**Sequential cells grouped by signal name**

Bar = 20 um.
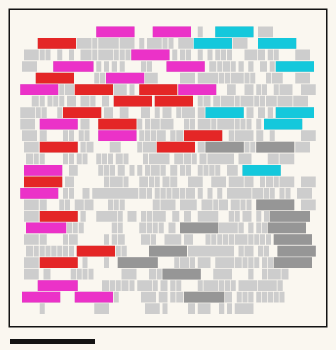
**Drive-strength map**

Bar = 20 um.
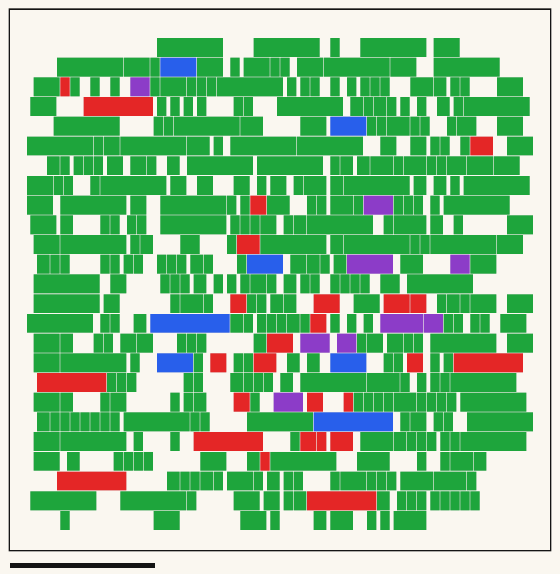
**Placed cells, one colour a class**

Bar = 20 um.
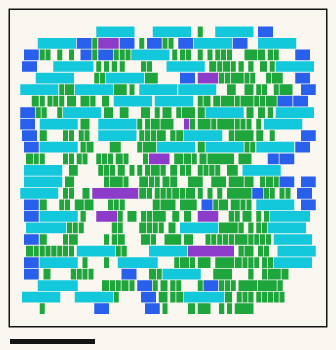
**Selected gate families**

Bar = 20 um.
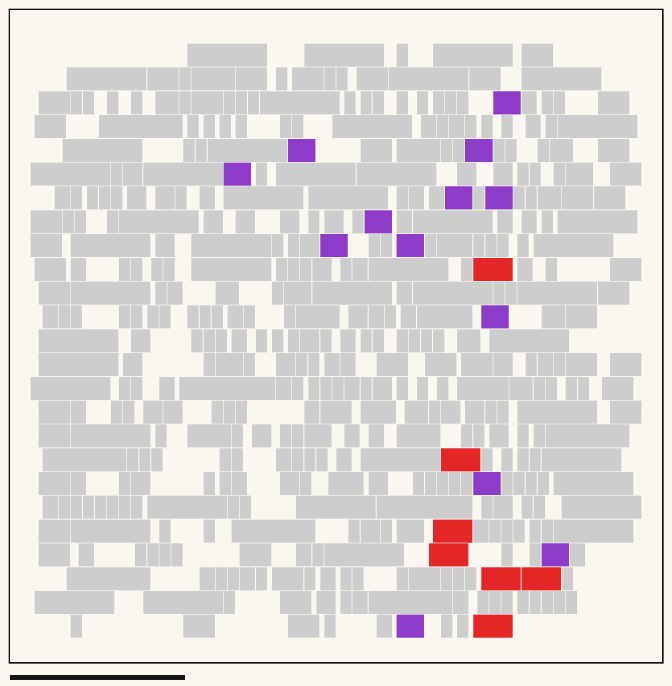
**Routing congestion map**

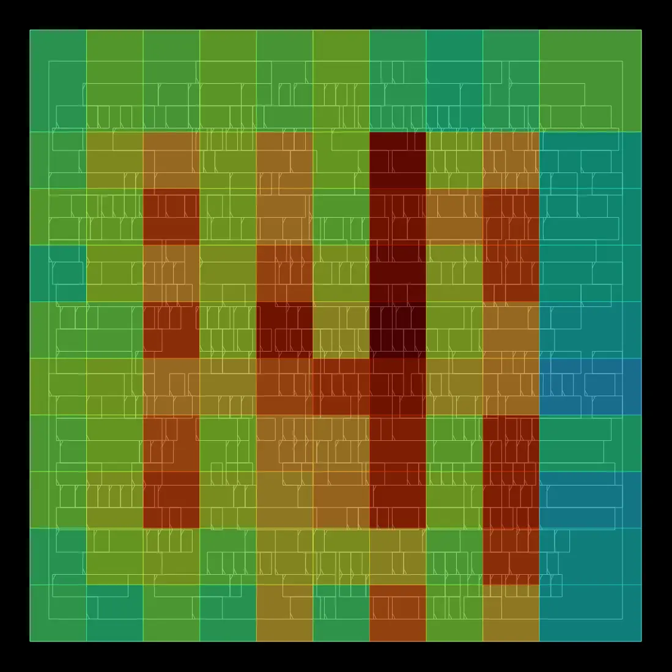
<file path="src/rtl/seq_det_prog_if.sv">
// Bus bundle for the programmable serial pattern detector: bit stream,
// runtime configuration, counter clear and status outputs.
interface seq_det_prog_if #(
    parameter int MAX_LEN = 16,
    parameter int CNT_W   = 8,
    parameter int LW      = $clog2(MAX_LEN + 1)
);
    logic               x;
    logic               x_valid;
    logic               cfg_load;
    logic [MAX_LEN-1:0] cfg_pattern;
    logic [LW-1:0]      cfg_len;
    logic               cfg_overlap;
    logic               count_clr;
    logic               match;
    logic [CNT_W-1:0]   match_count;
    logic               cfg_err;

    modport master (
        output x, x_valid, cfg_load, cfg_pattern, cfg_len, cfg_overlap, count_clr,
        input  match, match_count, cfg_err
    );

    modport slave (
        input  x, x_valid, cfg_load, cfg_pattern, cfg_len, cfg_overlap, count_clr,
        output match, match_count, cfg_err
    );
endinterface

</file>
<file path="src/rtl/seq_det_prog.sv">
// Runtime-programmable serial bit-pattern detector with overlap control,
// registered one-cycle match pulse and saturating match counter.
module seq_det_prog #(
    parameter int                 MAX_LEN     = 16,
    parameter int                 CNT_W       = 8,
    parameter logic [MAX_LEN-1:0] DEF_PATTERN = MAX_LEN'(5'b1_0110),
    parameter int                 DEF_LEN     = 5,
    parameter bit                 DEF_OVERLAP = 1'b1
) (
    input  logic          clk,
    input  logic          rst,
    seq_det_prog_if.slave bus
);
    localparam int LW = $clog2(MAX_LEN + 1);
    localparam logic [CNT_W-1:0] CNT_MAX = {CNT_W{1'b1}};

    // Mask selecting the low len bits of the history.
    function automatic logic [MAX_LEN-1:0] len_mask(input logic [LW-1:0] len);
        logic [MAX_LEN-1:0] m;
        m = '0;
        for (int i = 0; i < MAX_LEN; i++) begin
            m[i] = (i < int'(len)) ? 1'b1 : 1'b0;
        end
        return m;
    endfunction

    logic [MAX_LEN-1:0] pattern_r;
    logic [LW-1:0]      len_r;
    logic               overlap_r;
    logic               cfg_err_r;
    // The oldest history bit is never compared after a shift, so only
    // MAX_LEN-1 bits are kept; the new bit completes the window.
    logic [MAX_LEN-2:0] hist_r;
    logic [LW-1:0]      fill_r;
    logic               match_r;
    logic [CNT_W-1:0]   count_r;

    logic               accept_s;
    logic [MAX_LEN-1:0] window_s;
    logic [MAX_LEN-1:0] mask_s;
    logic [LW:0]        fill_inc_s;
    logic               hit_s;
    logic [MAX_LEN-2:0] hist_d_s;
    logic [LW-1:0]      fill_d_s;
    logic [CNT_W-1:0]   count_d_s;
    logic               cfg_err_d_s;

    // Hit detection on the window formed by the incoming bit.
    always_comb begin
        accept_s   = bus.x_valid & ~bus.cfg_load;
        window_s   = {hist_r, bus.x};
        mask_s     = len_mask(len_r);
        fill_inc_s = {1'b0, fill_r} + (LW+1)'(1);
        hit_s      = accept_s & ~cfg_err_r
                   & (fill_inc_s >= {1'b0, len_r})
                   & ((window_s & mask_s) == (pattern_r & mask_s));
        cfg_err_d_s = (bus.cfg_len == LW'(0)) | (bus.cfg_len > LW'(MAX_LEN));
    end

    // Next history, fill level and match counter.
    always_comb begin
        hist_d_s  = hist_r;
        fill_d_s  = fill_r;
        count_d_s = count_r;
        if (bus.cfg_load) begin
            hist_d_s = '0;
            fill_d_s = '0;
        end else if (accept_s) begin
            hist_d_s = window_s[MAX_LEN-2:0];
            if (hit_s && !overlap_r) begin
                fill_d_s = '0;
            end else if (fill_inc_s > (LW+1)'(MAX_LEN)) begin
                fill_d_s = fill_r;
            end else begin
                fill_d_s = fill_inc_s[LW-1:0];
            end
        end else begin
            hist_d_s = hist_r;
            fill_d_s = fill_r;
        end
        if (bus.count_clr) begin
            count_d_s = hit_s ? CNT_W'(1) : CNT_W'(0);
        end else if (hit_s && (count_r != CNT_MAX)) begin
            count_d_s = count_r + CNT_W'(1);
        end else begin
            count_d_s = count_r;
        end
    end

    // State and configuration registers.
    always_ff @(posedge clk or posedge rst) begin
        if (rst) begin
            pattern_r <= DEF_PATTERN;
            len_r     <= LW'(DEF_LEN);
            overlap_r <= DEF_OVERLAP;
            cfg_err_r <= 1'b0;
            hist_r    <= '0;
            fill_r    <= '0;
            match_r   <= 1'b0;
            count_r   <= '0;
        end else begin
            hist_r  <= hist_d_s;
            fill_r  <= fill_d_s;
            match_r <= hit_s;
            count_r <= count_d_s;
            if (bus.cfg_load) begin
                pattern_r <= bus.cfg_pattern;
                len_r     <= bus.cfg_len;
                overlap_r <= bus.cfg_overlap;
                cfg_err_r <= cfg_err_d_s;
            end else begin
                pattern_r <= pattern_r;
                len_r     <= len_r;
                overlap_r <= overlap_r;
                cfg_err_r <= cfg_err_r;
            end
        end
    end

    assign bus.match       = match_r;
    assign bus.match_count = count_r;
    assign bus.cfg_err     = cfg_err_r;
endmodule

</file>
<file path="src/flat_wrapper.sv">
// flat-port wrapper written by rule: the top's interface ports become plain ports
module seq_det_prog_flat 
#(
    parameter int                 MAX_LEN     = 16,
    parameter int                 CNT_W       = 8,
    parameter logic [MAX_LEN-1:0] DEF_PATTERN = MAX_LEN'(5'b1_0110),
    parameter int                 DEF_LEN     = 5,
    parameter bit                 DEF_OVERLAP = 1'b1
)
  (clk, rst, bus_x, bus_x_valid, bus_cfg_load, bus_cfg_pattern, bus_cfg_len, bus_cfg_overlap, bus_count_clr, bus_match, bus_match_count, bus_cfg_err);
  seq_det_prog_if #(.MAX_LEN(MAX_LEN), .CNT_W(CNT_W)) bus_i ();
  input  logic clk;
  input  logic rst;
  input wire logic [$bits(bus_i.x)-1:0] bus_x;
  input wire logic [$bits(bus_i.x_valid)-1:0] bus_x_valid;
  input wire logic [$bits(bus_i.cfg_load)-1:0] bus_cfg_load;
  input wire logic [$bits(bus_i.cfg_pattern)-1:0] bus_cfg_pattern;
  input wire logic [$bits(bus_i.cfg_len)-1:0] bus_cfg_len;
  input wire logic [$bits(bus_i.cfg_overlap)-1:0] bus_cfg_overlap;
  input wire logic [$bits(bus_i.count_clr)-1:0] bus_count_clr;
  output wire logic [$bits(bus_i.match)-1:0] bus_match;
  output wire logic [$bits(bus_i.match_count)-1:0] bus_match_count;
  output wire logic [$bits(bus_i.cfg_err)-1:0] bus_cfg_err;
  assign bus_i.x = bus_x;
  assign bus_i.x_valid = bus_x_valid;
  assign bus_i.cfg_load = bus_cfg_load;
  assign bus_i.cfg_pattern = bus_cfg_pattern;
  assign bus_i.cfg_len = bus_cfg_len;
  assign bus_i.cfg_overlap = bus_cfg_overlap;
  assign bus_i.count_clr = bus_count_clr;
  assign bus_match = bus_i.match;
  assign bus_match_count = bus_i.match_count;
  assign bus_cfg_err = bus_i.cfg_err;
  seq_det_prog #(.MAX_LEN(MAX_LEN), .CNT_W(CNT_W), .DEF_PATTERN(DEF_PATTERN), .DEF_LEN(DEF_LEN), .DEF_OVERLAP(DEF_OVERLAP)) u_core (.clk(clk), .rst(rst), .bus(bus_i));
endmodule
</file>
<file path="config.mk">
export PLATFORM = sky130hd
export DESIGN_NAME = seq_det_prog_flat
export DESIGN_NICKNAME = d
export VERILOG_FILES = /design/src/rtl/seq_det_prog_if.sv /design/src/rtl/seq_det_prog.sv /design/src/flat_wrapper.sv
export SDC_FILE = /design/constraint.sdc
export NUM_CORES = 1
export LEC_CHECK = 0
export ABC_AREA = 1
export CAP_MARGIN = 20
export CORE_MARGIN = 2
export CORE_UTILIZATION = 60
export DETAILED_ROUTE_END_ITERATION = 7
export PLACE_DENSITY = 0.86
export SYNTH_ARGS = -nofsm -noshare
export SYNTH_HDL_FRONTEND = slang
export SYNTH_SLANG_ARGS = --single-unit
</file>
<file path="constraint.sdc">
create_clock -name clk -period 3.25 [get_ports clk]
set_input_delay 0.65 -clock clk [delete_from_list [all_inputs] [get_ports clk]]
set_output_delay 0.65 -clock clk [all_outputs]
set_load 0.02 [all_outputs]
</file>
==> flow_metrics.py <==
# Physical implementation metrics
metrics = {
    "run": {
        "maxCapViolCount": 0,
    },
    "critical_path": {
        "required_ns": 3.45,
        "critical_path_arrival_ns": 2.59,
        "path_class": "primary input to register",
        "cp-end-kind": "register",
        "crit_path_end": "u_core.fill_r[2]$_DFFE_PP0P_",
        "rrSetupSlack_ns": 0.89,
        "crit_path_max_fanout": 17,
    },
    "floorplan": {
        "fp_util": 0.6276,
        "pin_count": 38,
        "die_h_um": 74.53,
        "dieArea_sq_um": 5554,
        "die_width_um": 74.53,
    },
    "timing": {
        "worstMarginPinSlew_ns": 0.5248,
        "fin_crit_sh": 0.7356,
        "period_minus_slack_ns": 2.391,
        "clock_skew_ns": 0.01195,
        "setup-violations-final": 0,
        "rsz0062_at_grt": "no",
    },
    "global_routing": {
        "antenna_found_initial": 0,
        "grt-ovfl-total": 0,
        "grt_max_degree": 39,
        "grt_pass1_wl_um": 11110,
        "grt_pass1_vias": 2523,
    },
    "clock_tree": {
        "cts_tree": "built",
        "hold_buffers": 0,
        "htree_levels": 2,
    },
    "route": {
        "firstDrtPassIters": 4,
        "detail-route-antenna-nets": 0,
    },
    "final_layout": {
        "antenna_cells": 0,
        "post_route_cells_drive_above_1_share": 0.09567,
        "nNetsFinal": 473,
    },
    "synth": {
        "ff_type": "dfrtp_1",
        "synth.distinct_cells": 33,
        "fa_ha_area_frac": 0.02935,
        "ys_warn_count": 0,
        "netlist_top_cells_count": "nand2_1 (137), inv_1 (49), dfrtp_1 (46)",
        "synth_area_sq_um": 2984,
        "synth-async-reset-ratio": 1.000,
        "yosys.area.top_type_share": 0.3857,
    },
    "pwr": {
        "ir_drop_mv": 0.2904,
        "power_density_nw_per_um2": 422.1,
        "combPwrFrac": 0.179,
        "leakage_nw": 1.772,
        "power_frac_seq": 0.474,
        "p_switching_mw": 0.4107,
    },
    "placement": {
        "gp_congestion": 0.8913,
    },
    "min_path": {
        "worstHoldStart": "u_core.pattern_r[4]$_DFFE_PP1P_",
        "min_to": "u_core.pattern_r[4]$_DFFE_PP1P_",
    },
    "status": {
        "status": "finished, final reports clean",
    },
}
Back to the opening pictures, 'sequential cells grouped by signal name':
u_core.hist_r -> red  # sequential cells 15
u_core.pattern_r -> magenta  # sequential cells 16
u_core.bus.match_count -> cyan  # sequential cells 8
not coloured = 13
Final Util: 0.7511
Reg area: 1309 sq um
P_seq: 0.715 mW

Back to the opening pictures, 'drive-strength map':
_0 and _1 cells -> green  # cells 397, share 90%, most used nand2_1
_6 and larger -> blue  # cells 7, share 1.6%, most used clkbuf_8
_2 cells -> red  # cells 26, share 5.9%, most used dfstp_2
_3 and _4 cells -> purple  # cells 9, share 2.1%, most used buf_4
Finished Cell Area: 3571 sq um
Final WS setup: 0.8591 ns
Non-Clock Buffer Count: 41
area grow syn2layout: 19.66%

Back to the opening pictures, 'placed cells, one colour a class':
combinational and other logic -> green  # cells 338, share of their area 47%
remaining buffers and delay cells -> blue  # cells 41, share of their area 11%
clock drivers and dummy loads -> purple  # cells 8, share of their area 3.8%
sequential cells -> cyan  # cells 52, share of their area 38%
site row count: 25
core area: 4755 sq um
Seq/total area: 0.3665

Back to the opening pictures, 'selected gate families':
fa/ha/maj cells -> red  # cells 7, where bottom right
xor and xnor cells -> purple  # cells 13
logic share of the area: 0.4050
Top cell excl fill/tap: nand2_1

Back to the opening pictures, 'routing congestion map':
DR WL/cell: 12.76 um
routing usage on met3: 0.05285
M2 GR Usage: 0.4385

-- flip-flops by register name (all words and copies together), names as in the netlist --
| register | flops |
|---|---|
| u_core.bus.cfg_err | 1 |
| u_core.bus.match | 1 |
| u_core.bus.match_count | 8 |
| u_core.fill_r | 5 |
| u_core.hist_r | 15 |
| u_core.len_r | 5 |
| u_core.overlap_r | 1 |
| u_core.pattern_r | 16 |
-- layer usage --
layer / track usage / part of all wire / wire length (um) / vias to the layer above
met1: 0.3313 / 0.44 / 2859 / 1220
met2: 0.4385 / 0.50 / 3202 / 71
met5: 0 / 0 / 0 / -
met4: 0.09722 / 0.023 / 146 / 0
li1: - / - / - / 1346
met3: 0.05285 / 0.038 / 248 / 15
-- area by class of cell --
type | count | area [sq um]
flip-flops and latches | 52 | 1309
fillers | 353 | 1184
clock buffers | 6 | 72.57
multi-input cells | 285 | 1446
clock inverters | 2 | 60.06
inverters | 53 | 198.9
well taps | 67 | 83.83
repair buffers | 41 | 400.4
-- power groups by stage --
stage / Sequential [mW] / Combinational [mW] / Clock [mW]
CTS: 0.714 / 0.269 / 0.528
detailed placement: 0.727 / 0.267 / 0
finish: 0.715 / 0.269 / 0.523
global placement: 0.726 / 0.259 / 0
floorplan: 0.721 / 0.179 / 0
global route: 0.719 / 0.306 / 0.559
-- stage by stage --
stage | cell area (sq um) | hold slack [ns] | setup slack, ns | cells | power (mW)
after floorplan | 2984 | 0.4419 | 1.218 | 398 | 0.9005
after global placement | 3438 | 0.4735 | 0.6858 | 498 | 0.9849
after detailed placement | 3438 | 0.4797 | 0.5701 | 498 | 0.9943
after CTS | 3571 | 0.4931 | 0.8758 | 506 | 1.512
after global routing | 3571 | 0.5177 | 0.6457 | 506 | 1.584
final | 3571 | 0.4938 | 0.8591 | 506 | 1.507
Power is estimated from default activity; no workload was simulated.
